## src/rtl/if_stage.sv

```systemverilog
`default_nettype none
// if_stage: MIPS fetch stage -- PC register, next-PC select and IF/ID pipeline register.
// Define IF_ADDR_CHECK_EN to flag misaligned or out-of-IM fetch addresses into D_exc.
module if_stage #(
  parameter logic [31:0] PC_RESET = 32'h0000_3000,
  parameter logic [31:0] IM_BASE  = 32'h0000_3000,
  parameter int unsigned IM_WORDS = 4096
) (
  input  logic        clk,
  input  logic        reset,
  input  logic        stall,
  input  logic [1:0]  npc_sel,
  input  logic [31:0] br_target,
  input  logic [25:0] j_index,
  input  logic [31:0] jr_target,
  output logic [31:0] F_PC,
  input  logic [31:0] F_Instr,
  output logic [31:0] D_Instr,
  output logic [31:0] D_PC,
  output logic        D_valid,
  output logic        D_exc
);

  localparam logic [1:0] NPC_SEQ = 2'b00;
  localparam logic [1:0] NPC_BR  = 2'b01;
  localparam logic [1:0] NPC_J   = 2'b10;
  localparam logic [1:0] NPC_JR  = 2'b11;

  logic [31:0] pc_q, pc_d;
  logic [31:0] instr_q, instr_d;
  logic [31:0] dpc_q, dpc_d;
  logic        valid_q, valid_d;
  logic        exc_q, exc_d;
  logic [31:0] npc;
  logic        fetch_exc;

`ifdef IF_ADDR_CHECK_EN
  // 33-bit limit so an IM ending exactly at 4 GiB does not wrap to zero.
  localparam logic [32:0] IM_END = {1'b0, IM_BASE} + (33'(IM_WORDS) * 33'd4);

  assign fetch_exc = (pc_q[1:0] != 2'b00) ||
                     (pc_q < IM_BASE) ||
                     ({1'b0, pc_q} >= IM_END);
`else
  logic unused_cfg;
  assign unused_cfg = ^{IM_BASE, IM_WORDS};
  assign fetch_exc  = 1'b0;
`endif

  always_comb begin
    npc = pc_q + 32'd4;
    unique case (npc_sel)
      NPC_SEQ: npc = pc_q + 32'd4;
      NPC_BR:  npc = br_target;
      NPC_J:   npc = {dpc_q[31:28], j_index, 2'b00};
      NPC_JR:  npc = jr_target;
      default: npc = pc_q + 32'd4;
    endcase
  end

  // Stall freezes every register; a redirect seen during stall is simply not taken.
  always_comb begin
    pc_d    = pc_q;
    instr_d = instr_q;
    dpc_d   = dpc_q;
    valid_d = valid_q;
    exc_d   = exc_q;
    if (!stall) begin
      pc_d    = npc;
      instr_d = fetch_exc ? 32'h0 : F_Instr;
      dpc_d   = pc_q;
      valid_d = 1'b1;
      exc_d   = fetch_exc;
    end
  end

  always_ff @(posedge clk or negedge reset) begin
    if (!reset) begin
      pc_q    <= PC_RESET;
      instr_q <= 32'h0;
      dpc_q   <= PC_RESET;
      valid_q <= 1'b0;
      exc_q   <= 1'b0;
    end else begin
      pc_q    <= pc_d;
      instr_q <= instr_d;
      dpc_q   <= dpc_d;
      valid_q <= valid_d;
      exc_q   <= exc_d;
    end
  end

  assign F_PC    = pc_q;
  assign D_Instr = instr_q;
  assign D_PC    = dpc_q;
  assign D_valid = valid_q;
  assign D_exc   = exc_q;

endmodule
`default_nettype wire

```

## config.mk

```make
export PLATFORM = sky130hd
export DESIGN_NAME = if_stage
export DESIGN_NICKNAME = d
export VERILOG_FILES = /design/src/rtl/if_stage.sv
export SDC_FILE = /design/constraint.sdc
export NUM_CORES = 1
export LEC_CHECK = 0
export ABC_AREA = 1
export CORE_MARGIN = 2
export CORE_UTILIZATION = 65
export DETAILED_ROUTE_END_ITERATION = 16
export DONT_BUFFER_PORTS = 1
export GPL_TIMING_DRIVEN = 0
export PLACE_DENSITY = 0.81
export SKIP_CTS_REPAIR_TIMING = 1
export SLEW_MARGIN = 20
export SYNTH_ARGS = -nofsm -noshare
export SYNTH_HDL_FRONTEND = slang
export SYNTH_SLANG_ARGS = --single-unit
```

## constraint.sdc

```tcl
create_clock -name clk -period 3.95 [get_ports clk]
set_input_delay 0.9875 -clock clk [delete_from_list [all_inputs] [get_ports clk]]
set_output_delay 0.9875 -clock clk [all_outputs]
set_load 0.02 [all_outputs]
```

### Metal 3, run 1

(4 px per µm) Cells faint in the background.
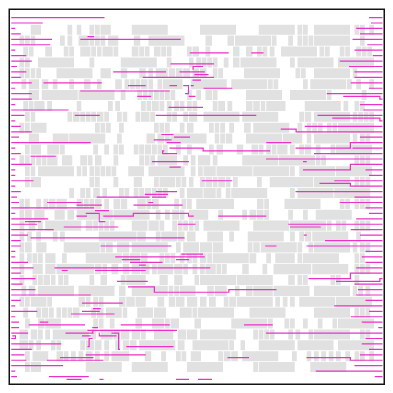
main direction = horizontal
wire length on this layer = 1,720 µm
nets with wire on the layer = 196
share of all routed wire = 11%
longest straight run = 38.6 µm

### Metal 2, run 1

(4 px per µm) Cells faint in the background.
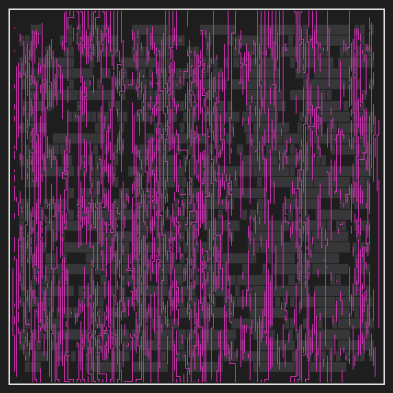
wire length on this layer = 7,240 µm
share of all routed wire = 48%

==> impl_metrics.py, run 1 <==
# Metrics from the implementation run
metrics = {
    "die": {
        "n_tap_cell": 102,
        "coreArea_mm2": 0.00773,
        "rows": 32,
        "fp.dieW_um": 93.3,
    },
    "final_layout": {
        "nets": 847,
        "diodes": 0,
        "flops": 97,
        "final-clk-cell-share_pct": 3.67,
        "seq_area_share_pct": 44.1,
        "logic_area_mm2": 0.00245,
        "comb-cell-share_pct": 44.4,
    },
    "grt": {
        "grt_usage_pct": 34.4,
        "grt_pass1_wl_mm": 23.0,
        "grt_busiest_layer": "met2",
        "grt_antenna_before_repair": 0,
    },
    "placement": {
        "placed_cell_area_mm2": 0.00532,
        "place.gp.congestion": 0.916,
    },
    "route": {
        "vias_per_cell": 5.85,
        "drc": 0,
        "drt-total-wl_mm": 15.0,
    },
    "min_path": {
        "min_path_type": "in -> async",
    },
    "run_status": {
        "outcome": "complete, no violations",
    },
    "clocking": {
        "max-clock-path-buffers": 2,
        "tritoncts": "done",
        "numCtsBuffers": 9,
        "cts-root-buf": "clkbuf_8",
    },
    "synth": {
        "ys_warn_count": 0,
        "xor_area_share_pct": 1.01,
        "ys_seq_share_pct": 46.9,
        "ys_cells": 708,
        "ys_sh_simple_pct": 36.1,
        "synthTopLogicFamily": "simple AND/OR/NAND/NOR gates",
        "synth_area_mm2": 0.00519,
    },
    "setup_path": {
        "endpoint_kind": "primary output",
        "path_max_fanout": 6,
        "cp.arrival_ps": 1070,
    },
    "pwr": {
        "p_int_mw": 1.54,
        "pwr.group.clock_uw": 674,
        "p_comb_uw": 340,
        "seq_cell_power_mw": 1.41,
        "p_per_area_mw_per_mm2": 439,
    },
    "final_timing": {
        "worstMarginPinSlew_ps": 595,
        "setup_viol": 0,
        "post-route-period-util_pct": 52.0,
    },
    "flow_run": {
        "log.warning_count": 26,
    },
}
### Routing congestion, run 1

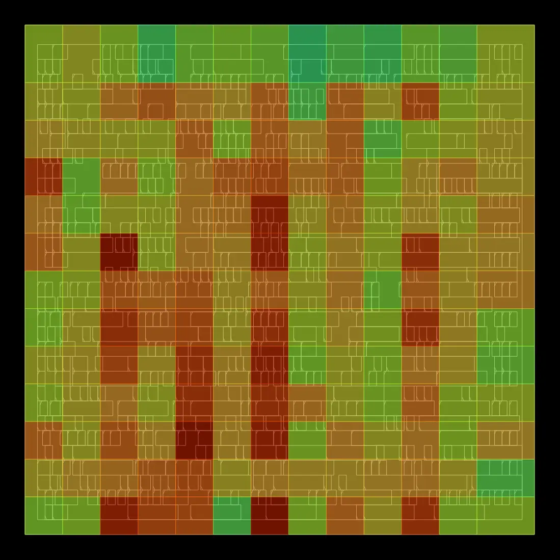
met3 Use GR: 10.2%
GR Util met1: 43.5%

[run 1: final timing paths]
kind	from	end	slack, ps	cells after the start
max	F_PC[13]$_DFFE_PN1N_	F_PC[13]	1900	0
min	reset	D_Instr[26]$_DFFE_PN0N_	300	0
max reg2reg	F_PC[2]$_DFFE_PN0N_	F_PC[28]$_DFFE_PN0N_	2150	9
min reg2reg	D_PC[13]$_DFFE_PN1N_	D_PC[13]$_DFFE_PN1N_	530	2
max in group asynchronous	reset	F_PC[12]$_DFFE_PN1N_	3450	0
min in group clk	D_PC[13]$_DFFE_PN1N_	D_PC[13]$_DFFE_PN1N_	530	2
[run 1: layer usage]
| layer | routed length (µm) | up-vias | share of wire [%] |
|---|---|---|---|
| met5 | 0 | - | 0 |
| met3 | 1720 | 25 | 11 |
| met1 | 5840 | 2213 | 39 |
| met4 | 239 | 0 | 1.6 |
| li1 | - | 2283 | - |
| met2 | 7240 | 308 | 48 |
[run 1: synthesized netlist by cell type, types with 2 or more instances]
library cell / count / area [µm²]
a211oi_1: 18 / 135
a21oi_1: 23 / 115
a22oi_1: 5 / 37.5
and2_1: 3 / 18.8
buf_2: 10 / 50.1
buf_4: 5 / 37.5
buf_6: 2 / 22.5
clkbuf_1: 14 / 52.6
dfrtp_1: 93 / 2330
dfstp_2: 4 / 105
inv_1: 32 / 120
inv_2: 6 / 22.5
nand2_1: 325 / 1220
nand2_2: 6 / 37.5
nand3_1: 38 / 190
nand4_1: 4 / 25.0
nor2_1: 54 / 203
nor2_2: 2 / 12.5
nor2_4: 12 / 135
nor3_1: 2 / 10.0
o211ai_1: 3 / 22.5
o21ai_0: 27 / 135
o21ai_1: 2 / 10.0
o22ai_1: 4 / 25.0
xor2_1: 6 / 52.6
[run 1: cell usage in the layout (no fill, tap or decap), types with 2 or more instances in the layout]
cell type / netlist / layout
clkbuf_8: 0 / 9
nor3_1: 2 / 2
a21oi_1: 23 / 23
o21ai_1: 2 / 2
inv_6: 0 / 2
and2_1: 3 / 3
buf_4: 5 / 5
nand3_1: 38 / 38
a22oi_1: 5 / 5
a211oi_1: 18 / 18
xor2_1: 6 / 6
nand4_1: 4 / 4
nor2_4: 12 / 12
clkbuf_1: 14 / 15
nor2_2: 2 / 2
nand2_2: 6 / 6
dfstp_2: 4 / 4
buf_6: 2 / 2
inv_1: 32 / 32
dfrtp_1: 93 / 93
o22ai_1: 4 / 4
buf_2: 10 / 10
nor2_1: 54 / 54
o21ai_0: 27 / 27
inv_2: 6 / 6
nand2_1: 325 / 325
o211ai_1: 3 / 3
[run 1: worst register-to-register path: stages (launching register included)]
cell	delay, ps
dfrtp_1	550
ha_1	250
nand2_2	90
nor2_4	190
nand2_4	110
nor2_2	180
nand3_1	100
nand2_1	80
nand2_1	60
a21oi_1	140
[run 1: flip-flops by register name, indices dropped and copies added (netlist names)]
name	cells
D_valid	1
D_Instr	32
F_PC	32
D_PC	32
[run 1: metrics by stage]
stage / power, mW / setup WS [ps] / hold slack (ps)
after floorplan: 1.64 / 2100 / 500
after global placement: 1.75 / 1810 / 517
after detailed placement: 1.77 / 1800 / 521
after CTS: 2.43 / 1890 / 292
after global routing: 2.53 / 1880 / 279
final: 2.43 / 1900 / 298
--- run 2 (diff from run 1) ---
--- a/config.mk
+++ b/config.mk
@@ -7,11 +7,11 @@
 export LEC_CHECK = 0
 export ABC_AREA = 1
 export CORE_MARGIN = 2
-export CORE_UTILIZATION = 65
+export CORE_UTILIZATION = 58
 export DETAILED_ROUTE_END_ITERATION = 16
 export DONT_BUFFER_PORTS = 1
 export GPL_TIMING_DRIVEN = 0
-export PLACE_DENSITY = 0.81
+export PLACE_DENSITY = 0.76
 export SKIP_CTS_REPAIR_TIMING = 1
 export SLEW_MARGIN = 20
 export SYNTH_ARGS = -nofsm -noshare
==> constraint.sdc (replaced) <==
create_clock -name clk -period 1.7 [get_ports clk]
set_input_delay 0.425 -clock clk [delete_from_list [all_inputs] [get_ports clk]]
set_output_delay 0.425 -clock clk [all_outputs]
set_load 0.02 [all_outputs]
==> run 2 against run 1 <==
- the flow now finishes with violations (negative hold slack)
- final cell count increased by 0.85%
- sequential share of layout area down 0.72 points
- worst setup slack lost 1900 ps
- global-route usage shrank 3.1 points
- sequential power rose by 130%
- combinational power up 150%
- critical path depth grew 8
- area after synthesis stayed put
- count of clock-buffer cells in the layout unchanged
- core utilization shrank 6.0 points
- synthesized cell count did not move
- die area is 12% higher
- critical path type is now reg -> reg
- critical endpoint is now F_PC[25]$_DFFE_PN0N_
==> impl_metrics.py, run 2 <==
# Metrics from the implementation run
metrics = {
    "synth": {
        "top_cell_area_share_pct": 44.9,
        "synth_area_mm2": 0.00519,
        "top_cell": "nand2_1",
        "synth_area_leader_cell": "dfrtp_1",
        "syn_area_per_cell_um2": 7.33,
        "ys_cells": 708,
        "synthArstFlopShare_pct": 100,
        "ys_seq_share_pct": 46.9,
        "synthTopCellsByCount": "nand2_1 (325), dfrtp_1 (93), nor2_1 (54), nand3_1 (38), inv_1 (32)",
        "synth_cells": 708,
        "ys_warn_count": 0,
        "syn-num-nets": 836,
        "top_cells_by_area": "dfrtp_1 (45%), nand2_1 (24%), nor2_1 (3.9%)",
    },
    "die": {
        "rows": 34,
        "fp.dieW_um": 98.6,
        "fp-utilization_pct": 59.8,
        "coreArea_mm2": 0.00868,
    },
    "grt": {
        "grt_overflow": 0,
        "grt_antenna_before_repair": 0,
        "grt_usage_pct": 31.2,
        "grt_pass1_wl_mm": 23.8,
    },
    "route": {
        "vias_per_cell": 5.75,
        "drc": 0,
        "drt-total-wl_mm": 15.2,
    },
    "final_layout": {
        "logic_area_mm2": 0.00259,
        "mostFrequentLayoutCell": "nand2_1",
        "diodes": 0,
        "nets": 848,
        "final_cell_mix": "nand2_1 (316), dfrtp_1 (72), nor2_1 (41)",
        "flop_area_mm2": 0.00246,
    },
    "clocking": {
        "cts.sinks": 97,
        "cts-root-buf": "clkbuf_8",
        "tritoncts": "done",
        "clk_transition_reported_paths_ps": 100,
        "numCtsBuffers": 9,
        "max-clock-path-buffers": 2,
        "htreeDepth": 3,
    },
    "final_timing": {
        "hold_viol": 97,
        "fin_worst_skew_ps": 12.1,
        "post-route-period-util_pct": 98.1,
        "setup_viol": 0,
        "setup_slack_ps": 31.8,
        "holdWs_ps": -263,
        "relSlewSlack_pct": 60.2,
        "worstMarginPinSlew_ps": 597,
        "final_max_slew_viol_count": 0,
    },
    "run_status": {
        "outcome": "finished with violations",
        "violations": "negative hold slack",
    },
    "pwr": {
        "p_leak_nw": 2.69,
        "p_per_area_mw_per_mm2": 980,
    },
    "placement": {
        "placed_cell_area_mm2": 0.00532,
        "place.gp.congestion": 0.897,
        "dp_slack_ps": -61.4,
    },
    "setup_path": {
        "cp.arrival_ps": 1960,
        "path_max_fanout": 5,
        "endpoint_kind": "flop",
    },
    "flow_run": {
        "log.warning_count": 28,
    },
    "min_path": {
        "min_path_type": "in -> async",
    },
}
-- run 2: metal layers --
layer  wire, µm  track usage, %  vias to the layer above  part of all wire, %
met2       7130            49.9                      259                   47
met3       1470            7.30                       13                  9.7
met5          0               0                        -                    0
met4        118            5.90                        0                 0.78
li1           -               -                     2275                    -
met1       6480            44.4                     2246                   43
-- run 2: area by class of cell --
cell class              count  share of cell area [%]
multi-input cells         542                    45.6
flip-flops and latches     97                    43.3
plain buffers              31                    2.86
inverters                  38                    2.51
well taps                 108                    2.38
clock buffers              10                    2.25
clock inverters             6                   0.881
repair buffers              1                   0.132
-- run 2: stage by stage --
stage / std cells / power [mW]
global placement: 816 / 4.07
CTS: 832 / 5.50
detailed placement: 816 / 4.11
finish: 833 / 5.57
global route: 833 / 5.84
floorplan: 708 / 3.81
-- run 2: worst max-delay path: stages (launching register included) --
cell	delay, ps
dfstp_2	710
nand2_4	100
nor2_2	140
nand2_1	100
nor2_4	180
nand2_1	70
nand2_1	50
nand3_1	70
a21oi_1	170
-- run 2: worst paths after layout --
check	from	endpoint	slack (ps)	cells after the start
min	reset	D_Instr[28]$_DFFE_PN0N_	-260	0
max in group asynchronous	reset	F_PC[13]$_DFFE_PN1N_	1760	0
min reg2reg	D_PC[13]$_DFFE_PN1N_	D_PC[13]$_DFFE_PN1N_	540	2
min in group clk	F_Instr[21]	D_Instr[21]$_DFFE_PN0N_	160	2
max reg2reg	F_PC[12]$_DFFE_PN1N_	F_PC[25]$_DFFE_PN0N_	30	8
max	F_PC[12]$_DFFE_PN1N_	F_PC[25]$_DFFE_PN0N_	30	8
-- run 2: logic make-up (layout without fill, tap and decap cells) --
family | count (synthesis) | count (layout) | share of synthesized area [%]
buf+inv | 69 | 86 | 5.88
xor+xnor | 6 | 6 | 1.01
other cells | 1 | 1 | 0.0723
fa+ha+maj | 1 | 1 | 0.241
flops | 97 | 97 | 46.9
compound gates | 85 | 85 | 9.77
simple gates | 449 | 449 | 36.1
-- run 2: where the power goes --
group | internal, mW | switching, mW | total, mW
clock network | 0.557 | 0.861 | 1.42
logic | 0.295 | 0.545 | 0.841
registers | 2.61 | 0.704 | 3.31
### Routed metal per tile, run 2

(4 px per µm) The die is cut into 20 by 20 equal tiles; dark blue is low, red is high, scaled to the fullest tile. Values are wire area over tile area, all layers added.
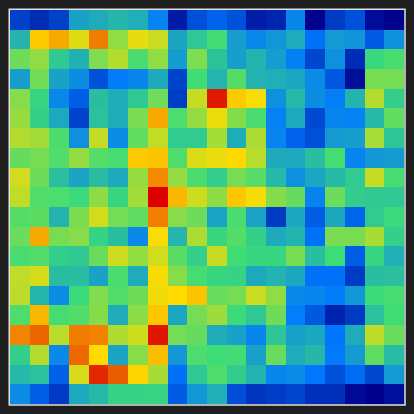
fullest tile = 0.56
mean over tiles = 0.26
nearly empty tiles = 0.70%
tiles over half the peak = 43%
densest ninth of the die = centre

--- run 3 (diff from run 2) ---
--- a/config.mk
+++ b/config.mk
@@ -6,6 +6,7 @@
 export NUM_CORES = 1
 export LEC_CHECK = 0
 export ABC_AREA = 1
+export ABC_CLOCK_PERIOD_IN_PS = 1700
 export CORE_MARGIN = 2
 export CORE_UTILIZATION = 58
 export DETAILED_ROUTE_END_ITERATION = 16
==> run 3 against run 2 <==
- the flow still finishes with violations (negative hold slack)
- wire length did not move
- critical path type unchanged
- clock power barely moved
- die area did not move
- register-to-register slack barely moved
- first-iteration DRC count did not move
- combinational power barely moved
- final cell count did not move
==> impl_metrics.py, run 3 <==
# Metrics from the implementation run
metrics = {
    "final_layout": {
        "flop_area_mm2": 0.00246,
        "nets": 848,
        "logic_area_mm2": 0.00259,
        "final_cell_mix": "nand2_1 (316), dfrtp_1 (72), nor2_1 (41)",
        "layout-drive-gt1-share_pct": 16.1,
        "diodes": 0,
    },
    "die": {
        "coreArea_mm2": 0.00868,
        "rows": 34,
        "fp.dieW_um": 98.6,
    },
    "setup_path": {
        "endpoint_kind": "flop",
        "max_stage_delay_ps": 710,
        "r2r-end": "F_PC[25]$_DFFE_PN0N_",
        "cp.arrival_ps": 1960,
        "rr_startpoint": "F_PC[12]$_DFFE_PN1N_",
        "path_max_fanout": 5,
        "crit_slowest_cell": "dfstp_2",
        "r2r_slack_ps": 30,
        "path_class": "reg -> reg",
        "cp_cell_sequence": "nand2_4 > nor2_2 > nand2_1 > nor2_4 > nand2_1 > nand2_1 > nand3_1 > a21oi_1",
    },
    "synth": {
        "synthTopCellsByCount": "nand2_1 (325), dfrtp_1 (93), nor2_1 (54), nand3_1 (38), inv_1 (32)",
        "top_cell_area_share_pct": 44.9,
        "top_cells_by_area": "dfrtp_1 (45%), nand2_1 (24%), nor2_1 (3.9%)",
        "ys_seq_share_pct": 46.9,
        "syn-num-nets": 836,
        "synth_area_mm2": 0.00519,
        "syn_area_per_cell_um2": 7.33,
        "synth_cells": 708,
        "synthArstFlopShare_pct": 100,
        "ys_cells": 708,
        "synth_area_leader_cell": "dfrtp_1",
        "ff_type": "dfrtp_1",
        "top_cell": "nand2_1",
        "ys_warn_count": 0,
    },
    "final_timing": {
        "setup_viol": 0,
        "hold_viol": 97,
        "relSlewSlack_pct": 60.2,
        "final_max_slew_viol_count": 0,
        "finalCriticalPeriod_ps": 1670,
        "post-route-period-util_pct": 98.1,
        "fin_worst_skew_ps": 12.1,
        "worstMarginPinSlew_ps": 597,
        "rsz0062_at_grt": "true",
        "holdWs_ps": -263,
    },
    "grt": {
        "gr-usage-met2_pct": 49.9,
        "grt_busiest_layer": "met2",
        "grt_max_degree": 98,
        "use_met1_pct": 44.4,
        "grt_antenna_before_repair": 0,
        "use_met3_pct": 7.30,
        "grt_overflow": 0,
    },
    "run_status": {
        "violations": "negative hold slack",
        "outcome": "finished with violations",
    },
    "placement": {
        "place.gp.congestion": 0.897,
        "portBuffers": 0,
        "hpwl_mm": 11.4,
    },
    "clocking": {
        "max-clock-path-buffers": 2,
        "htreeDepth": 3,
        "numCtsBuffers": 9,
        "tritoncts": "done",
        "clk_latency_ps": 370,
        "clk_transition_reported_paths_ps": 100,
    },
    "pwr": {
        "p_per_area_mw_per_mm2": 980,
        "p_leak_nw": 2.69,
        "p_total_mw": 5.57,
    },
    "route": {
        "drc": 0,
        "vias_per_cell": 5.75,
    },
    "min_path": {
        "min_path_type": "in -> async",
    },
    "flow_run": {
        "log.warning_count": 28,
    },
}
-- run 3: cell counts after synthesis --
Identical to the previous run, type by type.
-- run 3: power breakdown --
part	internal [mW]	switching (mW)	total [mW]
combinational	0.295	0.545	0.841
sequential	2.61	0.704	3.31
clock	0.557	0.861	1.42
-- run 3: critical path: cells and delay by family, from the launching register on --
kind             cells  cell delay, ps
AND-OR/OR-AND        1             170
AND/OR/NAND/NOR      7             710
flip-flops           1             710
-- run 3: worst max path at each step --
stage	end	slack, ps	cells after the start	startpoint
floorplan	F_PC[16]$_DFFE_PN0N_	150	8	F_PC[3]$_DFFE_PN0N_
global placement	F_PC[28]$_DFFE_PN0N_	-30	10	F_PC[2]$_DFFE_PN0N_
detailed placement	F_PC[28]$_DFFE_PN0N_	-60	10	F_PC[2]$_DFFE_PN0N_
CTS	F_PC[28]$_DFFE_PN0N_	-80	10	F_PC[2]$_DFFE_PN0N_
global route	F_PC[25]$_DFFE_PN0N_	-70	8	F_PC[13]$_DFFE_PN1N_
finish	F_PC[25]$_DFFE_PN0N_	30	8	F_PC[12]$_DFFE_PN1N_
-- run 3: cells by family (layout without fill, tap and decap cells) --
logic type | after synthesis | after routing | synth area share [%]
AND-OR/OR-AND | 85 | 85 | 9.77
XOR/XNOR | 6 | 6 | 1.01
adder cells (fa/ha/maj) | 1 | 1 | 0.241
buffers and inverters | 69 | 86 | 5.88
flip-flops | 97 | 97 | 46.9
other | 1 | 1 | 0.0723
AND/OR/NAND/NOR | 449 | 449 | 36.1
-- run 3: layout make-up --
cell class / count / area share [%]
multi-input cells: 542 / 45.6
plain buffers: 31 / 2.86
clock inverters: 6 / 0.881
flip-flops and latches: 97 / 43.3
clock buffers: 10 / 2.25
inverters: 38 / 2.51
well taps: 108 / 2.38
repair buffers: 1 / 0.132
-- run 3: stage by stage --
step / instances / util (%) / setup slack (ps) / area [µm²]
4_1_cts: 832 / 63.4 / -79.6 / 5500
2_1_floorplan: 708 / - / 152 / 5190
6_report: 833 / 65.5 / 31.8 / 5680
5_1_grt: 833 / 65.5 / -74.9 / 5680
3_5_place_dp: 816 / 61.3 / -61.4 / 5320
3_3_place_gp: 816 / 61.3 / -28.8 / 5320
-- run 3: per-layer routing --
layer | vias up | routed length [µm]
li1 | 2275 | -
met2 | 259 | 7130
met4 | 0 | 118
met1 | 2246 | 6480
met3 | 13 | 1470
met5 | - | 0
### Routed metal per tile, run 3

(4 px per µm) The die is cut into 20 by 20 equal tiles; dark blue is low, red is high, scaled to the fullest tile. Values are wire area over tile area, all layers added.
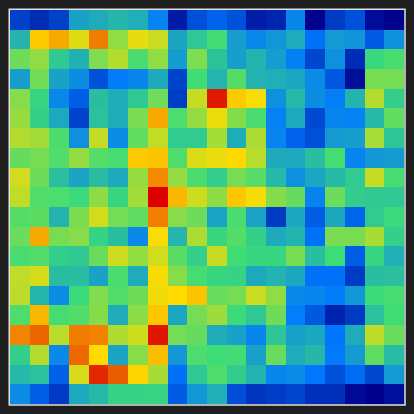
fullest tile = 0.56
mean over tiles = 0.26
nearly empty tiles = 0.70%
wire per inst: 18.2 µm
Routed WL: 15.2 mm
overall fraction of global-route tracks in use: 31.2%
routed vias: 4,793


==> screenshots <==
Pin placement.
(4 px per µm) Pins as bars across the die edge, other pins in grey.
(a)
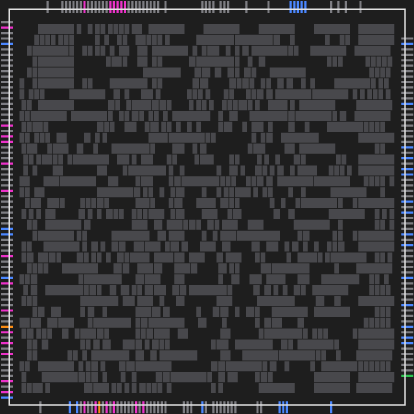
(b)
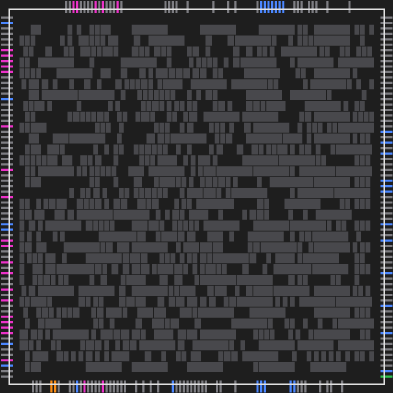
| from | picture |
|---|---|
| run 1 | (b) |
| run 3 | (a) |

Power and IR drop assume default switching activity.
